**Run 1: the metal 1 layer**

Bar = 50 um.
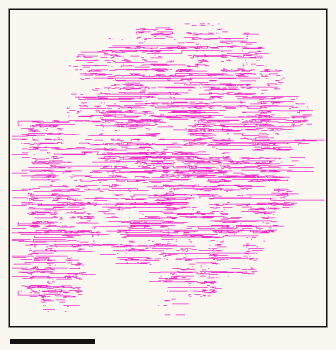
**Run 1: zoomed window**

Bar = 20 um. Window x 68 to 118, y 106 to 156 um. Cells in grey, sequential cells in the stronger grey; small squares are vias.
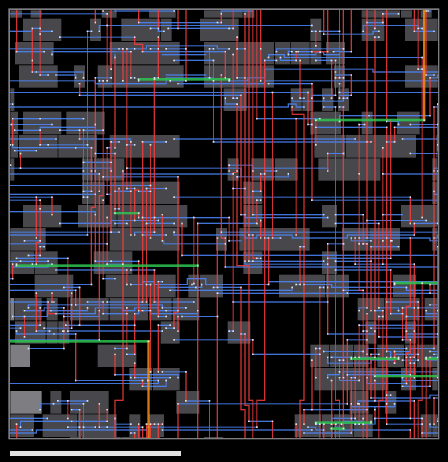
**Run 1: register map, names as in the netlist**

Bar = 50 um.
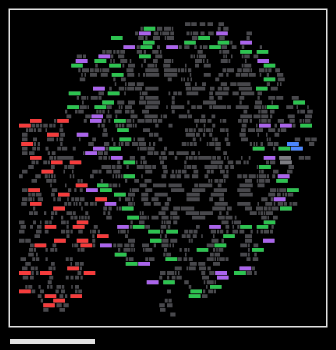
### src/rtl/hazard_scoreboard_v_pkg.sv
// Shared pipeline definitions for the hazard scoreboard.
// Holds the forward-select encodings seen by the EX operand muxes and a
// constant-evaluable ceil(log2) used to size the per-register countdowns.
package hazard_scoreboard_v_pkg;

    // EX operand source encodings (value k = output of post-EX stage k)
    localparam logic [1:0] FWD_NONE  = 2'd0;
    localparam logic [1:0] FWD_EXMEM = 2'd1;
    localparam logic [1:0] FWD_MEMWB = 2'd2;

    // ceil(log2(v)); returns 0 for v <= 1
    function automatic int clog2(input int v);
        int r;
        r = 0;
        for (int i = 0; i < 31; i++) begin
            if ((32'sd1 << i) < v) begin
                r = i + 1;
            end else begin
                r = r;
            end
        end
        return r;
    endfunction

endpackage

### src/rtl/sb_entry_v.sv
// One scoreboard entry: tracks the pending write to a single architectural
// register as a countdown plus a "producer is a load" flag.
// Ports:
//   clk, reset   - clock, synchronous active-high reset
//   issue_i      - an instruction writing this register issues this cycle
//   issue_ld_i   - that issuing instruction is a load
//   hazard_o     - a consumer in ID reading this register must stall
//   fwd_o        - forward select a consumer in ID would need in EX
module sb_entry_v
    import hazard_scoreboard_v_pkg::*;
#(
    parameter int D          = 2,
    parameter int LOAD_STAGE = 2,
    parameter int FORW_ON    = 1,
    parameter int CW         = 2,
    parameter int FW         = 2
) (
    input  logic          clk,
    input  logic          reset,
    input  logic          issue_i,
    input  logic          issue_ld_i,
    output logic          hazard_o,
    output logic [FW-1:0] fwd_o
);

    logic [CW-1:0] cnt_q, cnt_d;
    logic          ld_q, ld_d;
    logic          active_s;
    logic [FW-1:0] dist_s;

    // Issue reloads the countdown (youngest producer wins), otherwise count down
    always_comb begin
        cnt_d = cnt_q;
        ld_d  = ld_q;
        if (issue_i) begin
            cnt_d = CW'(D + 1);
            ld_d  = issue_ld_i;
        end else if (cnt_q != {CW{1'b0}}) begin
            cnt_d = cnt_q - CW'(1);
        end else begin
            cnt_d = cnt_q;
        end
    end

    // Countdown and load-flag state
    always_ff @(posedge clk) begin
        if (reset) begin
            cnt_q <= {CW{1'b0}};
            ld_q  <= 1'b0;
        end else begin
            cnt_q <= cnt_d;
            ld_q  <= ld_d;
        end
    end

    // cnt == 1 is the regfile write cycle; the regfile is write-first, so only
    // cnt >= 2 needs forwarding or stalling. dist = stage the producer will
    // occupy while the consumer sits in EX.
    always_comb begin
        active_s = (cnt_q >= CW'(2));
        dist_s   = {FW{1'b0}};
        hazard_o = 1'b0;
        fwd_o    = FW'(FWD_NONE);
        if (active_s) begin
            dist_s = FW'(D + 2 - int'(cnt_q));
            if (FORW_ON != 0) begin
                hazard_o = ld_q && (int'(dist_s) < LOAD_STAGE);
                fwd_o    = dist_s;
            end else begin
                hazard_o = 1'b1;
                fwd_o    = FW'(FWD_NONE);
            end
        end else begin
            dist_s   = {FW{1'b0}};
            hazard_o = 1'b0;
            fwd_o    = FW'(FWD_NONE);
        end
    end

endmodule

### src/rtl/hazard_scoreboard_v.sv
// Data-hazard unit beside the ID stage using a per-register countdown
// scoreboard. Decides the ID stall, registers EX forward selects and counts
// stall cycles.
// Ports:
//   clk, reset               - clock, synchronous active-high reset
//   id_valid                 - ID holds a valid instruction
//   id_rs1/id_rs2            - ID source registers
//   id_use_rs1/id_use_rs2    - instruction reads the source
//   id_rd, id_regWrite       - destination and write enable
//   id_memRead               - instruction is a load
//   is_flush                 - squash the ID instruction this cycle
//   stall                    - combinational: hold PC/IF-ID, bubble ID/EX
//   ex_forwA/ex_forwB        - registered EX operand sources (0 = ID/EX)
//   stall_cycles             - saturating count of stall cycles
module hazard_scoreboard_v
    import hazard_scoreboard_v_pkg::*;
#(
    parameter int NUM_REGS   = 32,
    parameter int RADDR_W    = 5,
    parameter int D          = 2,
    parameter int LOAD_STAGE = 2,
    parameter int FORW_ON    = 1,
    parameter int FW         = 2
) (
    input  logic               clk,
    input  logic               reset,
    input  logic               id_valid,
    input  logic [RADDR_W-1:0] id_rs1,
    input  logic [RADDR_W-1:0] id_rs2,
    input  logic               id_use_rs1,
    input  logic               id_use_rs2,
    input  logic [RADDR_W-1:0] id_rd,
    input  logic               id_regWrite,
    input  logic               id_memRead,
    input  logic               is_flush,
    output logic               stall,
    output logic [FW-1:0]      ex_forwA,
    output logic [FW-1:0]      ex_forwB,
    output logic [31:0]        stall_cycles
);

    localparam int CW = clog2(D + 2);

    logic          haz_s [NUM_REGS];
    logic [FW-1:0] fwd_s [NUM_REGS];

    logic          hazard_rs1_s, hazard_rs2_s;
    logic [FW-1:0] sel_a_s, sel_b_s;
    logic          stall_s, iss_s;

    logic [FW-1:0] ex_forwA_q, ex_forwA_d;
    logic [FW-1:0] ex_forwB_q, ex_forwB_d;
    logic [31:0]   stall_cycles_q, stall_cycles_d;

    // x0 is hardwired: never a hazard, never forwarded
    assign haz_s[0] = 1'b0;
    assign fwd_s[0] = FW'(FWD_NONE);

    generate
        for (genvar r = 1; r < NUM_REGS; r++) begin : g_entry
            sb_entry_v #(
                .D          (D),
                .LOAD_STAGE (LOAD_STAGE),
                .FORW_ON    (FORW_ON),
                .CW         (CW),
                .FW         (FW)
            ) u_entry (
                .clk        (clk),
                .reset      (reset),
                .issue_i    (iss_s && id_regWrite && (id_rd == RADDR_W'(r))),
                .issue_ld_i (id_memRead),
                .hazard_o   (haz_s[r]),
                .fwd_o      (fwd_s[r])
            );
        end
    endgenerate

    // Select the entry state of each used, nonzero source register
    always_comb begin
        hazard_rs1_s = 1'b0;
        hazard_rs2_s = 1'b0;
        sel_a_s      = FW'(FWD_NONE);
        sel_b_s      = FW'(FWD_NONE);
        if (id_use_rs1 && (id_rs1 != {RADDR_W{1'b0}})) begin
            hazard_rs1_s = haz_s[id_rs1];
            sel_a_s      = fwd_s[id_rs1];
        end else begin
            hazard_rs1_s = 1'b0;
            sel_a_s      = FW'(FWD_NONE);
        end
        if (id_use_rs2 && (id_rs2 != {RADDR_W{1'b0}})) begin
            hazard_rs2_s = haz_s[id_rs2];
            sel_b_s      = fwd_s[id_rs2];
        end else begin
            hazard_rs2_s = 1'b0;
            sel_b_s      = FW'(FWD_NONE);
        end
    end

    // A squashed instruction never waits, so flush masks the stall
    assign stall_s = id_valid && !is_flush && (hazard_rs1_s || hazard_rs2_s);
    assign iss_s   = id_valid && !stall_s && !is_flush;

    // Next forward selects and saturating stall counter
    always_comb begin
        ex_forwA_d     = FW'(FWD_NONE);
        ex_forwB_d     = FW'(FWD_NONE);
        stall_cycles_d = stall_cycles_q;
        if (iss_s) begin
            ex_forwA_d = sel_a_s;
            ex_forwB_d = sel_b_s;
        end else begin
            ex_forwA_d = FW'(FWD_NONE);
            ex_forwB_d = FW'(FWD_NONE);
        end
        if (stall_s && (stall_cycles_q != 32'hFFFF_FFFF)) begin
            stall_cycles_d = stall_cycles_q + 32'd1;
        end else begin
            stall_cycles_d = stall_cycles_q;
        end
    end

    // Forward-select and counter registers
    always_ff @(posedge clk) begin
        if (reset) begin
            ex_forwA_q     <= FW'(FWD_NONE);
            ex_forwB_q     <= FW'(FWD_NONE);
            stall_cycles_q <= 32'd0;
        end else begin
            ex_forwA_q     <= ex_forwA_d;
            ex_forwB_q     <= ex_forwB_d;
            stall_cycles_q <= stall_cycles_d;
        end
    end

    assign stall        = stall_s;
    assign ex_forwA     = ex_forwA_q;
    assign ex_forwB     = ex_forwB_q;
    assign stall_cycles = stall_cycles_q;

endmodule

### config.mk
export PLATFORM = sky130hd
export DESIGN_NAME = hazard_scoreboard_v
export DESIGN_NICKNAME = d
export VERILOG_FILES = /design/src/rtl/hazard_scoreboard_v_pkg.sv /design/src/rtl/sb_entry_v.sv /design/src/rtl/hazard_scoreboard_v.sv
export SDC_FILE = /design/constraint.sdc
export NUM_CORES = 1
export LEC_CHECK = 0
export ABC_CLOCK_PERIOD_IN_PS = 4800
export CORE_MARGIN = 5
export CORE_UTILIZATION = 30
export CTS_BUF_LIST = sky130_fd_sc_hd__clkbuf_2
export DETAILED_ROUTE_END_ITERATION = 10
export GPL_TIMING_DRIVEN = 1
export PLACE_DENSITY_LB_ADDON = 0.15
export SLEW_MARGIN = 20
export SYNTH_ARGS = -nofsm -noshare
export SYNTH_HDL_FRONTEND = slang
export SYNTH_SLANG_ARGS = --single-unit
### constraint.sdc
create_clock -name clk -period 4.8 [get_ports clk]
set_input_delay 0.96 -clock clk [delete_from_list [all_inputs] [get_ports clk]]
set_output_delay 0.96 -clock clk [all_outputs]
set_load 0.03 [all_outputs]
==> design notes, run 1 <==
With the total via count in the routed design at 7569, the areal power density over the cells is 394 mW/mm^2. Per Yosys stat, the portion of area used by sequential elements is 27.6%. STA lists the startpoint of the worst register-to-register path as g_entry[15].u_entry.cnt_q[0]$_SDFFE_PP0P_. The register name with the most flops was g_entry.u_entry.cnt_q.

After routing the design area is 0.0108 mm^2. The post-synthesis sequential element count works out to 129. Synthesis produced a netlist whose cell count is 988.

The floorplan step defined a die boundary enclosing 0.0348 mm^2. The number of nets in the synthesized netlist is 1135. The most common cell in the netlist is dfxtp_1. The run gives 103 for the count of non-CTS buffers in the layout. In this run the most used layer during global routing was met2. Setup repair after global routing left no endpoint under its margin. The OpenROAD report gives the critical path a required time of 3.84 ns.

Hold analysis shows the worst path with a depth of 2. The non-clock buffer share of cell area is 8.81%, and the number of cells in the yosys synthesis report is 988. The routed design shows a wire length per standard cell of 18.3 um.

For the cell count after placement, the log shows 1439. The start point of the critical path is g_entry[15].u_entry.cnt_q[0]$_SDFFE_PP0P_. Sum of overflow across all layers after global routing: 0. The worst hold path belongs to the class flop to flop. The timing report gives the biggest stage delay along the critical path as 0.46 ns. The share of the final layout cell area in multi-input gates is 57.4%, and the setup total negative slack is 0 ns. The most used flip-flop cell after synthesis is dfxtp_1. The classification of the worst setup path was flop to output pin. Maximum vdd ir drop: 0.158 mV.

The finished layout reports a core utilization of 35.3%. The count of buffers added on input and output ports is 59. For reference, the critical path cell chain is inv_1 -> ha_1 -> nand2b_1 -> or2_0 -> mux4_2 -> mux2_4 -> a21oi_1 -> a32oi_1 -> inv_1 -> clkbuf_2. The run gives 7517 as the via count of the first global-routing pass.

After legalization and detailed placement, the total HPWL measured 20500 um. Using the TritonRoute via totals, the vias-per-cell ratio works out to 5.14. In the final design, more cell area goes to multi-input combinational cells than to any other class. The timing report shows the most common cell along the critical path to be inv_1.

The area growth from synthesis to layout is 15.7%. Of the total synthesized cell area, the portion taken by full adders, half adders and majority gates is 16.6%. Across all register-to-register paths, the minimum setup slack is 1.24 ns. The run gives 716 as the number of multi-input combinational cells in the layout.

Per the post-place timing report, worst setup slack is 0.0349 ns. The shortest period the worst path allows is 4.47 ns. Endpoint of the worst hold-timing path: g_entry[4].u_entry.ld_q$_SDFFE_PP0P_.

Critical path's slowest cell: mux4_2. The register with the most flip-flops in the layout has 62 of them. The area share of and-or/or-and cells after synthesis is 14.6%, and the clock latency at the later pin of the worst-skew pair is 0.79 ns. The run gives 2.42 mW for the cell internal power dissipation.

The tightest slew margin relative to the limit was 41.0%. The first global-routing pass estimated 42800 um of wire. The cell-mix breakdown from Yosys lists the XOR/XNOR area share as 2.90%.

The sequential power share came out at 38.2%. The tools report the start point of the worst min-delay path as g_entry[4].u_entry.ld_q$_SDFFE_PP0P_. In the synthesized netlist, the cells that appear most often are dfxtp_1 (129), ha_1 (124), inv_1 (95). The clock group power is 653 uW, and the placed cell area is 0.0106 mm^2. Per the synthesis report, the number of distinct cell types is 59. On the reported timing paths, the clock transition at the registers reads 0.24 ns.

TritonCTS built the clock tree. Total global-route track usage over all layers is 15.3%. The routed wirelength on the met1 layer is recorded as 12900 um.

With the share of the final layout cell area in sequential cells at 23.9%, the share of synthesized registers carrying an async set or reset is 0%. Summing all multi-input logic gate instances after layout gives 0.00621 mm^2. The tool flagged a number of max-cap violations equal to 0.

The area fraction in mux cells was 17.9%; the number of well-tap cells placed was 396. Of the available clock period, the critical path in the final layout requires 93.1%. The final timing report lists a hold violation count of 0. The finished layout holds 1473 standard cells, fillers aside. After the last flow step, the layout net total stands at 1210.

The power report attributes to the clock group a share of 15.3%. After synthesis, the chip area reported by Yosys is 0.00935 mm^2. Signal routing reaches up to met4.

For the switching component of the power, the log shows 1.84 mW. The smallest hold slack was 0.494 ns; the layout clock buffer count was 18. With the maximum clock frequency at 224 MHz, the actual slew at the worst max-slew pin is 0.879 ns. Entering global routing, the biggest net connects 79 pins. For the post-cts resize count, the log shows 2.

The wire length on met3 was 1130 um. The worst register-to-register path depth is 11. Clock cells make up 1.98% of the layout cell area.

The most area-hungry cell type in the Yosys netlist was dfxtp_1. The clock tree synthesis step divided the H-tree into 4 levels. CTS placed an instance of clkbuf_2 at the clock tree root.

The met1 track demand over resource in global routing was 21.0%. The total length of routed met2 wires is 12600 um, and the violation count after the first detailed-routing iteration is 343. The post-detailed-routing wire length was 26900 um. The layout has 96 inverters outside the clock class.

By area the synthesized netlist is led by dfxtp_1 (28%), ha_1 (17%), mux4_2 (9.6%), mux2i_1 (6.5%), a21oi_1 (5.0%). Global routing used 3.23% of the available met3 tracks. Power comes to 4.26 mW.

The worst endpoint data arrival time was 3.51 ns. STA classifies the critical path endpoint as an output pin. With the layout filler cell count at 3164, the count of standard-cell rows is 64. Dividing the synthesized area by the synthesized cell count gives 9.46 um^2. Fraction of final layout cells sized beyond drive strength 1: 12.9%.

Per STA, the endpoint of the critical path is stall. The flow ran to the end, and the final reports show no timing, DRC or antenna violations. The routed layout reports a DRC error count of 0. The count of flip-flops with a built-in enable after synthesis was 0. The largest power group was combinational logic.

The run gives 46.5% for the combinational power share.
Notes on 'the metal 1 layer' above:
longest straight run: 53.4 um
wire length on this layer: 12900 um
main direction: horizontal

Notes on 'zoomed window' above:
| colour | layer |
|---|---|
| orange | M4 |
| green | M3 |
| red | M2 |
| blue | M1 |
sequential cells in the window: 1
most frequent: ha_1 (21), nor2_1 (14), mux4_2 (12)
cells with their middle in the window: 116
netlist names of flops here include: g_entry.u_entry.cnt_q (1)

Notes on 'register map, names as in the netlist' above:
| colour | name in the netlist | placed flops |
|---|---|---|
| blue | ex_forwA | 2 |
| purple | g_entry.u_entry.ld_q | 31 |
| red | stall_cycles | 32 |
| green | g_entry.u_entry.cnt_q | 62 |
not coloured: 2

## run 1: critical path: cells and delay by family, from the launching register on
family	cells	cell delay, ns
buffers and inverters	3	0.44
and+or+nand+nor	2	0.46
adders and majority gates	1	0.30
AOI/OAI and AO/OA	2	0.37
muxes	2	0.75
DFF	1	0.43
## run 1: cell usage in the layout, fill, tap and decap left out, drive strengths merged, types with 17 or more instances in the layout
cell	n
nor2	34
o31ai	26
clkdlybuf4s50	56
nand2b	42
clkbuf	19
dfxtp	129
ha	124
nand2	50
inv	102
xor2	31
or4	24
a21oi	94
nand3	24
mux4	40
o211ai	21
o2111ai	17
buf	46
mux2i	61
**Run 1: the clock network**

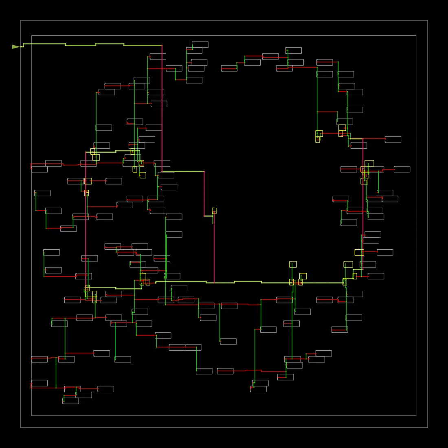

==> run 1 -> run 2 <==
--- a/config.mk
+++ b/config.mk
@@ -6,10 +6,11 @@
 export NUM_CORES = 1
 export LEC_CHECK = 0
 export ABC_CLOCK_PERIOD_IN_PS = 4800
-export CORE_MARGIN = 5
+export CORE_MARGIN = 2
 export CORE_UTILIZATION = 30
 export CTS_BUF_LIST = sky130_fd_sc_hd__clkbuf_2
 export DETAILED_ROUTE_END_ITERATION = 10
+export DONT_BUFFER_PORTS = 1
 export GPL_TIMING_DRIVEN = 1
 export PLACE_DENSITY_LB_ADDON = 0.15
 export SLEW_MARGIN = 20
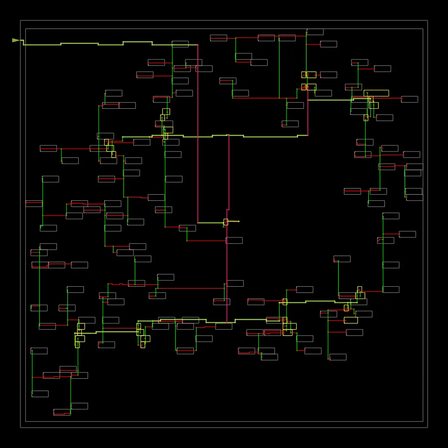
**Above:** run 2 (the clock network).
CTS Buf Count: 17
Clock Power: 771 uW

==> design notes, run 2 <==
The flow ran to the end, and the final reports show no timing, DRC or antenna violations. The tools report the final critical-path setup slack as 0.356 ns. The worst setup path is launched from a flop. The post-synthesis sequential element count works out to 129 (unchanged). Once the clock tree was built, the setup fixing pass inserted 0 buffers. The post-detailed-routing wire length is 26200 um (-2.6%), and the maximum clock frequency is 225 MHz (+0.56%). For the fraction of the core area covered by cells at the end of the flow, the log shows 32.7% (-2.6 points).

Per the post-route antenna check, the number of violating nets is 0. For the total track usage, the log shows 16.4% (+1.0 points). The run gives 1348 (-6.3%) as the cell count after placement. The mapped netlist covers 0.00935 mm^2. The violation count after the first detailed-routing iteration is 364 (+6.1%), and the clock latency at the later pin of the worst-skew pair is 0.83 ns (+0.04 ns). After floorplanning, the core was sized to cover 0.0307 mm^2. The detailed placer's ending HPWL came out at 19600 um (-4.5%). The actual slew at the worst max-slew pin was 0.945 ns (+0.0659 ns); the sum of overflow across all layers after global routing was 0 (unchanged).

The final non-filler cell area is 0.0100 mm^2 (-7.3%). The commonest cells after synthesis are dfxtp_1 (129), ha_1 (124), inv_1 (95). Yosys attributes the largest share of cell area to dfxtp_1 (28%), ha_1 (17%), mux4_2 (9.6%), mux2i_1 (6.5%), a21oi_1 (5.0%).

The tools report the largest net degree at the start of global routing as 131 (+66%). The die is 181 um tall. The mean instance size in the synthesized netlist was 9.46 um^2 (unchanged).

STA lists the startpoint of the worst register-to-register path as g_entry[22].u_entry.cnt_q[0]$_SDFFE_PP0P_. The count of standard-cell rows came out at 64 (unchanged). Nature of the critical path endpoint: an output pin.

TritonCTS built the clock tree. The run gives 12 for the critical-path maximum fanout. The hold-fix buffer count after cts is 0, and the first-pass GRT wire length is 41100 um (-3.9%). With the worst slack at placement at 0.863 ns (+0.828 ns), the largest stage delay on the critical path is 0.50 ns (+0.04 ns). Grouping stages by cell kind, the critical path spends the most delay in multiplexers. The run gives 0 (unchanged) as the total DRC errors in the routed layout. In this run the static leakage power is 4.06 nW. The fraction of final layout cells sized beyond drive strength 1 was 10.7% (-2.2 points). The clock-pin slew reported for the worst setup and hold paths after clock tree synthesis came out at 0.29 ns (+0.05 ns).

The shortest period the worst path allows is 4.44 ns (-0.0249 ns), and the count of H-tree levels built during CTS is 4 (unchanged). OpenROAD emitted warnings numbering 120. The count of flip-flops with a built-in enable after synthesis came out at 0 (unchanged). The run gives 3.48 ns (-0.03 ns) as the worst endpoint data arrival time.

Per the CTS log, the buffer count on the longest clock path is 2. The register name with the most flops is g_entry.u_entry.cnt_q. According to the timing report, the critical path is captured at stall.

The library cells used most frequently in the layout, excluding fill and tap cells, are dfxtp_1 (128), ha_1 (124), inv_1 (94), a21oi_1 (93), mux2i_1 (61). The tools report the number of cells in the yosys synthesis report as 988 (unchanged). The final timing report counts setup violations totalling 0. Class of the worst hold path: primary input to flop. The slowest stage of the critical path is the mux4_2 cell. According to the report, the first pass of detailed routing completed in 4 iterations. The run gives 27.6% (unchanged) for the register share after synthesis.

Count of buffers from port buffering: 0 (-100%). Post-cts resize count: 0 (-2). The die area was 0.0326 mm^2 (-6.3%).

The fraction of the mapped netlist area in adder cells is 16.6% (unchanged). The area share of and-or/or-and cells after synthesis is 14.6% (unchanged), and the top-area cell type share of the netlist area is 27.6%. The hold-critical path depth came out at 1 (-1). The logs give 7227 (-4.5%) for the total via count in the routed design and 4.26 mW (about the same) for the total power after layout. The start point of the critical path is g_entry[13].u_entry.cnt_q[1]$_SDFFE_PP0P_. The setup total negative slack was 0 ns (unchanged).

The classification of the worst setup path was flop to output pin. Warnings reported by Yosys during synthesis add up to 0. The logs give 1.10 ns (-0.14 ns) for the register-to-register path setup slack and 30.5% for the effective utilization at floorplan. The net count of the mapped netlist came out at 1135 (unchanged). The smallest hold slack was 0.148 ns (-0.345 ns); the count of final max-slew check failures was 0. The synthesized instance count is 988 (unchanged), and the path length in cells of the critical path is 10 (unchanged). The die is 181 um wide.

The run gives 59 (unchanged) as the number of distinct library cell variants in the gate-level netlist after synthesis. With the area fraction in mux cells at 17.9% (unchanged), the layout overhead on the synthesized area is 7.23%. The most used flip-flop cell after synthesis is dfxtp_1. Yosys instantiated no cell more often than dfxtp_1.

The number of standard cells in the layout, taps in and fillers out is 1382 (-6.2%). By instance count after routing, the leading logic cell type is dfxtp_1. The biggest area contributor in the post-synthesis netlist is dfxtp_1. With the count of endpoints failing hold in the final timing report at 0 (unchanged), the final cycle utilization of the critical path is 92.6% (-0.52 points). The run gives 0.0573 ns for the clock skew. The run gives 425 mW/mm^2 (+7.9%) for the areal power density over the cells. Listed in order, past its start point the critical path passes inv_1 -> ha_1 -> nand2b_1 -> or2_0 -> mux4_2 -> mux2_4 -> a21oi_1 -> a32oi_1 -> buf_4 -> clkinvlp_4. With the flip-flop count of the largest register after layout at 62 (unchanged), the required time reported for the critical path endpoint is 3.84 ns (about the same).

For the chip area from the yosys synthesis statistics, the log shows 0.00935 mm^2 (unchanged). Routability-driven placement finished with a final weighted congestion of 0.841. The endpoint of the worst hold-timing path is stall_cycles[4]$_SDFFE_PP0P_. The start point of the worst min-delay path is reset.

The final layout net count was 1118 (-7.6%); the depth of the most critical reg-to-reg path was 11 (unchanged). The floorplan report gives the top-level pin count as 60. The final routed wire length divided by cell count came out at 19.0 um (+3.8%). The number of vias per cell is 5.23 (+1.8%), and the max-capacitance violation count is 0 (unchanged). The initial antenna violation count came out at 1. The run gives 129 for the total clock sinks. Setup repair after global routing left no endpoint under its margin. The share of synthesized registers carrying an async set or reset was 0% (unchanged); the area fraction in and, or, nand and nor cells after synthesis was 14.3%. Yosys shows that the main logic family after synthesis is multiplexers. The run gives 36.9% (-4.1 points) for the tightest slew margin relative to the limit.

With the xor and xnor fraction of the mapped netlist area at 2.90% (unchanged), the number of buffers and inverters on the critical path is 3 (unchanged). The run gives 0.164 mV (+3.2%) for the maximum vdd ir drop. For the via count of the first global-routing pass, the log shows 7030 (-6.5%). The run gives 0.00973 mm^2 (-8.0%) for the placed cell area.

CTS placed an instance of clkbuf_2 at the clock tree root. The terminus of the critical flop-to-flop path was stall_cycles[18]$_SDFFE_PP0P_.
run 2: cell counts after synthesis:
No cell type changed its count.
run 2: area by class of cell:
cell class              count  area, um^2
clock inverters            15         188
multi-input cells         716        6220
clock buffers              17        85.1
well taps                 396         495
fillers                  3184       20600
diodes                      2        5.00
repair buffers             11        82.6
inverters                  96         364
flip-flops and latches    129        2580
run 2: metal layers:
layer  track usage [%]  up-vias  part of all wire [%]
li1                  -     3552                     -
met4              5.32        0                   2.0
met1              21.3     3496                    47
met3              4.22       24                   4.9
met2              26.5      155                    47
met5                 0        -                     0
run 2: report_power, final:
part | internal [mW] | switching (mW)
clock | 0.231 | 0.540
sequential | 1.31 | 0.308
combinational | 0.913 | 0.956
total | 2.45 | 1.80
Power figures rest on the tool's default switching activity, not on a simulated workload.
